===== src/rtl/seq_alu.sv =====
// Sequential ALU: one request at a time over a valid/ready handshake, registered result and flags.
// Define SEQ_ALU_DIV_EN to build the iterative restoring divider (opcode 1000) and its DIV state.
module seq_alu #(
    parameter int IN_WIDTH = 8
) (
    input  logic                    clk,
    input  logic                    rst,
    input  logic                    in_valid,
    output logic                    in_ready,
    input  logic [IN_WIDTH-1:0]     a,
    input  logic [IN_WIDTH-1:0]     b,
    input  logic [3:0]              opcode,
    output logic                    out_valid,
    input  logic                    out_ready,
    output logic [2*IN_WIDTH-1:0]   result,
    output logic                    a_greater,
    output logic                    a_equal,
    output logic                    a_less,
    output logic                    err
);
    localparam int OUT_WIDTH = 2 * IN_WIDTH;
    localparam logic [OUT_WIDTH-1:0] SHIFT_LIMIT = OUT_WIDTH'(OUT_WIDTH);

    localparam logic [3:0] OP_ADD = 4'b0000;
    localparam logic [3:0] OP_SUB = 4'b0001;
    localparam logic [3:0] OP_AND = 4'b0010;
    localparam logic [3:0] OP_OR  = 4'b0011;
    localparam logic [3:0] OP_XOR = 4'b0100;
    localparam logic [3:0] OP_SHL = 4'b0101;
    localparam logic [3:0] OP_SHR = 4'b0110;
    localparam logic [3:0] OP_MUL = 4'b0111;
    localparam logic [3:0] OP_DIV = 4'b1000;
    localparam logic [3:0] OP_CMP = 4'b1001;

    typedef enum logic [1:0] {
        IDLE = 2'd0,
`ifdef SEQ_ALU_DIV_EN
        DIV  = 2'd1,
`endif
        DONE = 2'd2
    } state_t;

    state_t state, state_next, accept_state;

    logic                 accept;
    logic [OUT_WIDTH-1:0] a_ext, b_ext;
    logic [OUT_WIDTH-1:0] alu_result;
    logic [2:0]           alu_flags;
    logic                 alu_err;

    logic [OUT_WIDTH-1:0] result_q;
    logic [2:0]           flags_q;
    logic                 err_q;

    assign accept = in_valid && in_ready;
    assign a_ext  = {{IN_WIDTH{1'b0}}, a};
    assign b_ext  = {{IN_WIDTH{1'b0}}, b};

`ifdef SEQ_ALU_DIV_EN
    localparam int CNT_W = $clog2(IN_WIDTH + 1);
    localparam logic [CNT_W-1:0] COUNT_DONE = CNT_W'(IN_WIDTH);

    logic [IN_WIDTH-1:0] quot_q, rem_q, divisor_q;
    logic [CNT_W-1:0]    div_count;
    logic [IN_WIDTH:0]   rem_shift;
    logic [IN_WIDTH-1:0] rem_sub;
    logic                rem_fits;

    // Zero divisors never enter DIV; they complete in one cycle like any other op.
    assign accept_state = (opcode == OP_DIV && b != '0) ? DIV : DONE;

    // One restoring step: shift the next dividend bit in, subtract when the divisor fits.
    assign rem_shift = {rem_q, quot_q[IN_WIDTH-1]};
    assign rem_fits  = rem_shift >= {1'b0, divisor_q};
    assign rem_sub   = rem_shift[IN_WIDTH-1:0] - divisor_q;
`else
    assign accept_state = DONE;
`endif

    always_comb begin
        alu_result = '0;
        alu_flags  = 3'b000;
        alu_err    = 1'b0;
        case (opcode)
            OP_ADD: alu_result = a_ext + b_ext;
            OP_SUB: alu_result = a_ext - b_ext;
            OP_AND: alu_result = a_ext & b_ext;
            OP_OR:  alu_result = a_ext | b_ext;
            OP_XOR: alu_result = a_ext ^ b_ext;
            OP_SHL: alu_result = (b_ext >= SHIFT_LIMIT) ? '0 : (a_ext << b_ext);
            OP_SHR: alu_result = (b_ext >= SHIFT_LIMIT) ? '0 : (a_ext >> b_ext);
            OP_MUL: alu_result = a_ext * b_ext;
            OP_CMP: alu_flags  = {a > b, a == b, a < b};
`ifdef SEQ_ALU_DIV_EN
            // Only the divide-by-zero case is taken from here.
            OP_DIV: begin
                alu_result = {a, {IN_WIDTH{1'b1}}};
                alu_err    = 1'b1;
            end
`endif
            default: alu_err = 1'b1;
        endcase
    end

    always_ff @(posedge clk or posedge rst) begin
        if (rst) state <= IDLE;
        else     state <= state_next;
    end

    always_comb begin
        state_next = state;
        case (state)
            IDLE: if (accept) state_next = accept_state;
`ifdef SEQ_ALU_DIV_EN
            DIV:  if (div_count == COUNT_DONE) state_next = DONE;
`endif
            DONE: begin
                if (accept)         state_next = accept_state;
                else if (out_ready) state_next = IDLE;
            end
            default: state_next = IDLE;
        endcase
    end

    always_comb begin
        in_ready  = (state == IDLE) || (state == DONE && out_ready);
        out_valid = (state == DONE);
    end

    always_ff @(posedge clk or posedge rst) begin
        if (rst) begin
            result_q  <= '0;
            flags_q   <= 3'b000;
            err_q     <= 1'b0;
`ifdef SEQ_ALU_DIV_EN
            quot_q    <= '0;
            rem_q     <= '0;
            divisor_q <= '0;
            div_count <= '0;
`endif
        end else if (accept) begin
`ifdef SEQ_ALU_DIV_EN
            if (accept_state == DIV) begin
                quot_q    <= a;
                rem_q     <= '0;
                divisor_q <= b;
                div_count <= '0;
            end else
`endif
            begin
                result_q <= alu_result;
                flags_q  <= alu_flags;
                err_q    <= alu_err;
            end
        end
`ifdef SEQ_ALU_DIV_EN
        else if (state == DIV) begin
            if (div_count == COUNT_DONE) begin
                result_q <= {rem_q, quot_q};
                flags_q  <= 3'b000;
                err_q    <= 1'b0;
            end else begin
                rem_q     <= rem_fits ? rem_sub : rem_shift[IN_WIDTH-1:0];
                quot_q    <= {quot_q[IN_WIDTH-2:0], rem_fits};
                div_count <= div_count + 1'b1;
            end
        end
`endif
    end

    assign result    = result_q;
    assign a_greater = flags_q[2];
    assign a_equal   = flags_q[1];
    assign a_less    = flags_q[0];
    assign err       = err_q;

endmodule


===== config.mk =====
export PLATFORM = sky130hd
export DESIGN_NAME = seq_alu
export DESIGN_NICKNAME = d
export VERILOG_FILES = /design/src/rtl/seq_alu.sv
export SDC_FILE = /design/constraint.sdc
export NUM_CORES = 1
export LEC_CHECK = 0
export CORE_AREA = 2 2 144 76
export DETAILED_ROUTE_END_ITERATION = 16
export DIE_AREA = 0 0 146 78
export PLACE_DENSITY = 0.7
export SLEW_MARGIN = 20
export SYNTH_ARGS = -nofsm -noshare
export SYNTH_HDL_FRONTEND = slang
export SYNTH_SLANG_ARGS = --single-unit

===== constraint.sdc =====
create_clock -name clk -period 1.9 [get_ports clk]
set_clock_uncertainty 0.2 [all_clocks]
set_input_delay 0.19 -clock clk [delete_from_list [all_inputs] [get_ports clk]]
set_output_delay 0.19 -clock clk [all_outputs]
set_load 0.1 [all_outputs]

==> datasheet_impl.txt <==
Physical implementation characteristics

Parameter                              Value

Outcome
  Run status    finished with violations
  Violations in the final reports    negative setup slack

Layout
  Count of non-filler cells in the finished layout    approximately 990
  Commonest non-fill, non-tap cell in the layout    sky130_fd_sc_hd__buf_4
  Top cells excl fill/tap    sky130_fd_sc_hd__buf_4 (179), sky130_fd_sc_hd__inv_1 (52), sky130_fd_sc_hd__nor2_1 (49)
  Post-route design area    0.00844 mm2
  Number of flip-flops under the largest register name    16
  Final layout net count    976

Floorplanning
  Total die area    0.0114 mm2

Yosys
  Leading cell type by number of instances after synthesis    sky130_fd_sc_hd__inv_1
  Netlist Area Pre-Place    0.00493 mm2
  Dominant combinational cell family by area after synthesis    adder cells
  Yosys simple share    0.207

Power
  Internal power consumption    3.74 mW
  Clock group power    476 uW
  Switching fraction of total power    0.505
  Gate power share    0.860
  Post-route total power    around 7.6 mW
  Static Leakage    3.75 nW
  Pwr top    combinational logic
  P per Cell Area    896 mW/mm2

Flow run
  Count of tool warnings    45

Timing
  Count of endpoints failing setup in the final report    16
  Slew margin rel.    0.580
  Slew at the pin closest to its max-slew limit    0.621 ns
  Max-slew violation count    0
  PnR worst setup slack    -2.38 ns
  Number of hold-slack violations in the final timing report    0

Global route
  Maximum number of pins on one net before global-route repair    24
  Most used routing layer    met2
  Grt met3 use    0.165

Clock network
  Root buffer cell    sky130_fd_sc_hd__clkbuf_16
  Clock transition at the registers of the reported paths    0.06 ns
  CTS buffer count    3

Placed design
  Placed cell areas    roughly 0.007 mm2
  Routability Congestion    a little over 1

Routing
  Ratio of routed vias to standard cells    between 6 and 7
  Met3 Routed Length    3860 um

Setup path
  CP endpoint    result[15]$_DFFE_PP0P_
  Most repeated library cell on the critical path    sky130_fd_sc_hd__fa_1
  Critical path launch point type    primary input
  Required time reported for the critical path endpoint    between 1.5 and 2 ns
  Startpoint of the worst register-to-register path    state[1]$_DFFE_PP0P_
[stage by stage]
| stage | utilization | worst slack, ns |
|---|---|---|
| finish | 0.842 | -2.38 |
| global route | 0.842 | -2.36 |
| CTS | 0.802 | -2.05 |
| detailed placement | 0.717 | -2.96 |
| global placement | 0.717 | -2.90 |
| floorplan | - | -2.18 |
[worst max-delay path, delay by kind of cell]
family,cells,cell delay [ns]
AND-OR/OR-AND,5,0.79
AND/OR/NAND/NOR,1,0.10
multiplexers,1,0.33
buffers and inverters,4,0.40
adder cells (fa/ha/maj),5,2.44
[area by class of cell]
class                      count  area [um2]
clock buffer                   3        75.1
fill                         511        1580
timing repair buffer         257        2420
tap                          140         175
multi-input combinational    489        4880
clock inverter                 1        5.00
inverter                      82         358
sequential                    21         529
==> images/clk_routes.png <==
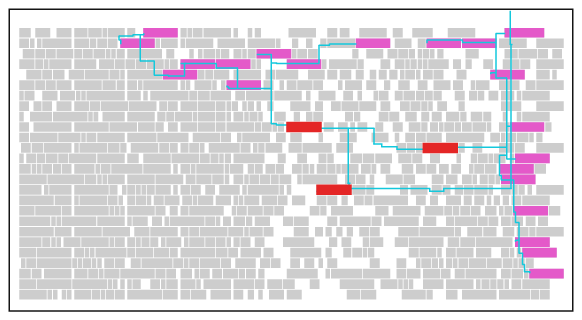
red -> clock drivers  # count 3
magenta -> flip-flops  # count 21
cyan -> clock wires  # length 402 um
routed clock nets = 4

==> images/placement_by_type.png <==
The bar under the picture is 50 um long.
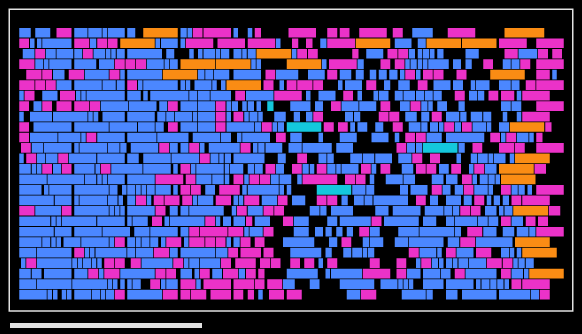
cyan -> clock drivers and dummy loads  # cells 4
orange -> sequential cells  # cells 21
magenta -> remaining buffers and delay cells  # cells 257
blue -> combinational and other logic  # cells 571

Power figures rest on the tool's default switching activity, not on a simulated workload.
